File: config.mk
export PLATFORM = sky130hd
export DESIGN_NAME = uart_rx_buffer
export DESIGN_NICKNAME = d
export VERILOG_FILES = /design/src/rtl/uart_rx_buffer_pkg.sv /design/src/rtl/uart_rx_buffer_fifo.sv /design/src/rtl/uart_rx_buffer.sv
export SDC_FILE = /design/constraint.sdc
export NUM_CORES = 1
export LEC_CHECK = 0
export CAP_MARGIN = 20
export CORE_ASPECT_RATIO = 1.4
export CORE_MARGIN = 5
export CORE_UTILIZATION = 35
export DETAILED_ROUTE_END_ITERATION = 10
export PLACE_DENSITY = 0.5
export REMOVE_ABC_BUFFERS = 1
export SLEW_MARGIN = 20
export SYNTH_ARGS = -nofsm -noshare
export SYNTH_HDL_FRONTEND = slang
export SYNTH_SLANG_ARGS = --single-unit
File: constraint.sdc
create_clock -name clk -period 3.4 [get_ports clk]
set_input_delay 0.68 -clock clk [delete_from_list [all_inputs] [get_ports clk]]
set_output_delay 0.68 -clock clk [all_outputs]
set_load 0.1 [all_outputs]
File: src/rtl/uart_rx_buffer_pkg.sv
// Shared definitions for the UART receive buffer: capture FSM encoding,
// entry layout and the parity-error helper.
package uart_rx_buffer_pkg;

  typedef enum logic [1:0] {
    ST_IDLE = 2'd0,
    ST_ACK  = 2'd1,
    ST_WAIT = 2'd2
  } cap_state_t;

  localparam int ENTRY_W  = 9;
  localparam int DATA_MSB = 7;
  localparam int PERR_BIT = 8;

  // Even mode flags a set XOR over data+parity; odd mode flags a clear one.
  function automatic logic parity_err(input logic [ENTRY_W-1:0] sr, input logic odd);
    return (^sr) ^ odd;
  endfunction

endpackage

File: src/rtl/uart_rx_buffer_fifo.sv
// Parameterised synchronous FIFO with first-word fall-through read data;
// the read port holds the last popped word while empty.
module sync_fifo_param #(
  parameter int DEPTH  = 8,
  parameter int ADDR_W = 3,
  parameter int WIDTH  = 9
) (
  input  logic              clk,
  input  logic              rst,
  input  logic              push_i,
  input  logic [WIDTH-1:0]  wdata_i,
  input  logic              pop_i,
  output logic [WIDTH-1:0]  rdata_o,
  output logic              full_o,
  output logic              empty_o,
  output logic [ADDR_W:0]   count_o
);

  localparam logic [ADDR_W:0]   CNT_FULL = DEPTH[ADDR_W:0];
  localparam logic [ADDR_W:0]   CNT_ONE  = 1;
  localparam logic [ADDR_W-1:0] PTR_ONE  = 1;

  logic [WIDTH-1:0]  r_mem [DEPTH];
  logic [ADDR_W-1:0] r_wr_ptr;
  logic [ADDR_W-1:0] r_rd_ptr;
  logic [ADDR_W:0]   r_count;
  logic              r_full;
  logic              r_empty;
  logic [WIDTH-1:0]  r_last;

  logic              w_pop_ok;
  logic              w_push_ok;
  logic [ADDR_W:0]   w_count_next;

  // A pop frees a slot in the same cycle, so a full FIFO still takes a push.
  assign w_pop_ok  = pop_i & ~r_empty;
  assign w_push_ok = push_i & (~r_full | w_pop_ok);

  always_comb begin
    w_count_next = r_count;
    case ({w_push_ok, w_pop_ok})
      2'b10:   w_count_next = r_count + CNT_ONE;
      2'b01:   w_count_next = r_count - CNT_ONE;
      default: w_count_next = r_count;
    endcase
  end

  always_ff @(posedge clk) begin
    if (w_push_ok) begin
      r_mem[r_wr_ptr] <= wdata_i;
    end
  end

  always_ff @(posedge clk or posedge rst) begin
    if (rst) begin
      r_wr_ptr <= '0;
      r_rd_ptr <= '0;
      r_count  <= '0;
      r_full   <= 1'b0;
      r_empty  <= 1'b1;
      r_last   <= '0;
    end else begin
      if (w_push_ok) begin
        r_wr_ptr <= r_wr_ptr + PTR_ONE;
      end
      if (w_pop_ok) begin
        r_rd_ptr <= r_rd_ptr + PTR_ONE;
        r_last   <= r_mem[r_rd_ptr];
      end
      r_count <= w_count_next;
      r_full  <= (w_count_next == CNT_FULL);
      r_empty <= (w_count_next == '0);
    end
  end

  assign rdata_o = r_empty ? r_last : r_mem[r_rd_ptr];
  assign full_o  = r_full;
  assign empty_o = r_empty;
  assign count_o = r_count;

endmodule

File: src/rtl/uart_rx_buffer.sv
// Captures UART_Rx frames on rx_flag, checks parity, queues data+error in a
// FWFT FIFO and acknowledges each frame with a one-cycle rx_flag_clr pulse.
module uart_rx_buffer
  import uart_rx_buffer_pkg::*;
#(
  parameter int DEPTH      = 8,
  parameter int ADDR_W     = 3,
  parameter int PARITY_ODD = 0
) (
  input  logic              clk,
  input  logic              rst,
  input  logic              rx_flag_i,
  input  logic [8:0]        rx_sr_i,
  output logic              rx_flag_clr_o,
  input  logic              rd_en_i,
  output logic [7:0]        rd_data_o,
  output logic              rd_perr_o,
  output logic              empty_o,
  output logic              full_o,
  output logic [ADDR_W:0]   count_o,
  output logic              overrun_o,
  input  logic              ovr_clr_i,
  output logic              irq_o
);

  cap_state_t         r_state;
  cap_state_t         w_state_next;
  logic               w_capture;
  logic               w_flag_clr;
  logic               w_perr;
  logic               w_drop;
  logic               w_full;
  logic               w_empty;
  logic [ENTRY_W-1:0] w_entry;
  logic [ENTRY_W-1:0] w_head;
  logic               r_overrun;

  always_ff @(posedge clk or posedge rst) begin
    if (rst) begin
      r_state <= ST_IDLE;
    end else begin
      r_state <= w_state_next;
    end
  end

  // WAIT holds until the receiver drops rx_flag so one frame is captured once.
  always_comb begin
    w_state_next = r_state;
    w_capture    = 1'b0;
    w_flag_clr   = 1'b0;
    case (r_state)
      ST_IDLE: begin
        if (rx_flag_i) begin
          w_capture    = 1'b1;
          w_state_next = ST_ACK;
        end
      end
      ST_ACK: begin
        w_flag_clr   = 1'b1;
        w_state_next = ST_WAIT;
      end
      ST_WAIT: begin
        if (!rx_flag_i) begin
          w_state_next = ST_IDLE;
        end
      end
      default: w_state_next = ST_IDLE;
    endcase
  end

  assign w_perr  = parity_err(rx_sr_i, PARITY_ODD != 0);
  assign w_entry = {w_perr, rx_sr_i[DATA_MSB:0]};
  // A full FIFO is never empty, so a same-cycle read always makes room.
  assign w_drop  = w_capture & w_full & ~rd_en_i;

  sync_fifo_param #(
    .DEPTH  (DEPTH),
    .ADDR_W (ADDR_W),
    .WIDTH  (ENTRY_W)
  ) u_fifo (
    .clk     (clk),
    .rst     (rst),
    .push_i  (w_capture),
    .wdata_i (w_entry),
    .pop_i   (rd_en_i),
    .rdata_o (w_head),
    .full_o  (w_full),
    .empty_o (w_empty),
    .count_o (count_o)
  );

  always_ff @(posedge clk or posedge rst) begin
    if (rst) begin
      r_overrun <= 1'b0;
    end else if (w_drop) begin
      r_overrun <= 1'b1;
    end else if (ovr_clr_i) begin
      r_overrun <= 1'b0;
    end
  end

  assign rx_flag_clr_o = w_flag_clr;
  assign rd_data_o     = w_head[DATA_MSB:0];
  assign rd_perr_o     = w_head[PERR_BIT];
  assign empty_o       = w_empty;
  assign full_o        = w_full;
  assign overrun_o     = r_overrun;
  assign irq_o         = ~w_empty;

endmodule

==> qor.txt <==
Hold Slack - 0.480 ns
Setup TNS Final - 0 ns
Average cell area after synthesis - 16.7 um2
Nets - 309
I/O Buffers - 31
CP startpoint - u_fifo.r_rd_ptr[0]
Max-slew violations - 0
Area of the core - 11,300 um2
CTS clk-pin slew, worst paths - 0.07 ns
Buf/Inv on CP - 2
Largest net degree at the start of global routing - 25
Final worst slack - 0.300 ns
Clk buf depth - 2
Synth top area share - 0.538
Antenna violations before repair - 0
Most frequent cell after synthesis - edfxtp_1
M1 GR Usage - 0.154
Final core occ - 0.442
Final Hold Viols - 0
Mi-comb count - 130
Max_slew headroom - 0.349
Vias in the first global route - 2,202
TritonCTS Sinks - 96
Largest register FFs - 72
Most common reg cell - edfxtp_1
Most common library cells after synthesis - edfxtp_1, dfrtp_1, nand2_1
Post-synthesis cell area - 4020 um2
And+or+nand+nor area frac - 0.0653
Fillers - 1,051
Dominant combinational family - multiplexers
Status - complete, no violations
Area growth syn-to-layout - 24.1%
Post-Synthesis Cells - 241
Post_cts resized - 0
Root buffer cell - clkbuf_16
DPL Wire Length - 5170 um
TAP cells - 144
Log Warnings - 26
CP endpoint - rd_data_o[7]
Global route overflow - 0
Largest Register - u_fifo.r_mem
Routing usage on met2 - 0.203
MUX area fraction - 0.141
Clk_skew - 0.00780 ns
Plain + repair buffers - 48
Row cnt - 46
Crit-path cells - buf_12 > mux4_1 > mux2i_1 > a21oi_1 > buf_12
Worst EP arrival - 2.42 ns
Critical path's top delay family - multiplexers
Highest routed layer - met4
Worst R2R Setup Slack - 0.91 ns
Hold Buf Count CTS - 0
Wire length on met2 - 3840 um
Share of flip-flops with an asynchronous set or reset - 0.250
Fraction of layout instances using a drive strength above 1 - 0.220
CTS tree - yes
RR Startpoint - u_fifo.empty_o
Largest cell class by area - flip-flops and latches
DRC violations left - 0
M3 GR Usage - 0.0255
R2R depth - 10
CP Class - flip-flop to primary output
#FFs+latches synth - 96
Vias - 2,094
Top cells by area - edfxtp_1, dfrtp_1, mux4_1
Data required, critical path - 2.72 ns
Clock tree cell share of total cell area - 0.0635
Synth Area in XOR/XNOR - 0.0408
Period utilization - 0.912
Pre-CTS WS - 0.136 ns
placed cells by master, fill, tap and decap left out, types with 2 or more instances in the layout:
master            n
clkinv_4          2
clkbuf_16         9
buf_12           10
edfxtp_1         72
nand3b_1          2
a21oi_1          11
o21ai_0          10
mux4_1            9
nor2b_1           2
clkdlybuf4s50_1  14
dfrtp_1          23
buf_4            24
nand2_1          18
inv_1             3
xnor2_1          10
xor2_1            6
nor3b_1           2
mux4_2            9
ha_1              5
mux2_2            3
nor2_1           15
nor3_1            4
nand2b_1          6
mux2i_1           8
clkinv_1          2
per-stage QoR:
step | instances | instance area, um2
final | 439 | 4990
after global routing | 439 | 4990
after CTS | 439 | 4990
after detailed placement | 423 | 4670
after global placement | 423 | 4670
after floorplan | 231 | 3970
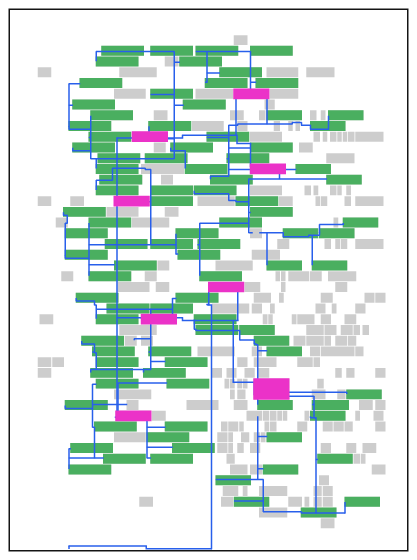
Figure 1: routed clock nets over the placement.
green -> flip-flops  # count 96
blue -> clock wires  # length 1,140 um
magenta -> cells driving clock nets  # count 9
routed clock nets = 10
Skew-Pair Late Insertion Delay: 0.34 ns

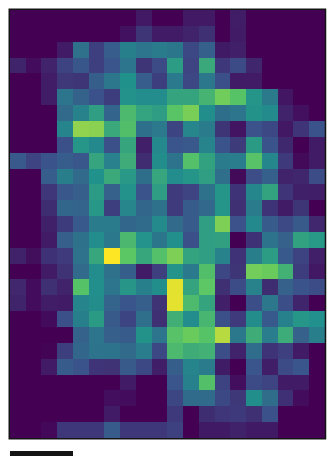
Figure 2: signal metal coverage by tile.
Bar = 20 um. 20 x 27 tiles, from dark purple (low) to yellow (high), scaled to the fullest tile. Values are wire area over tile area, all layers added.
densest ninth of the die = middle
emptiest ninth of the die = bottom left
fullest tile = 0.35
nearly empty tiles = 24%
tiles over half the peak = 16%
mean over tiles = 0.086
Routed wire per std cell: 17.4 um
Overall Global Routing Usage: 0.124

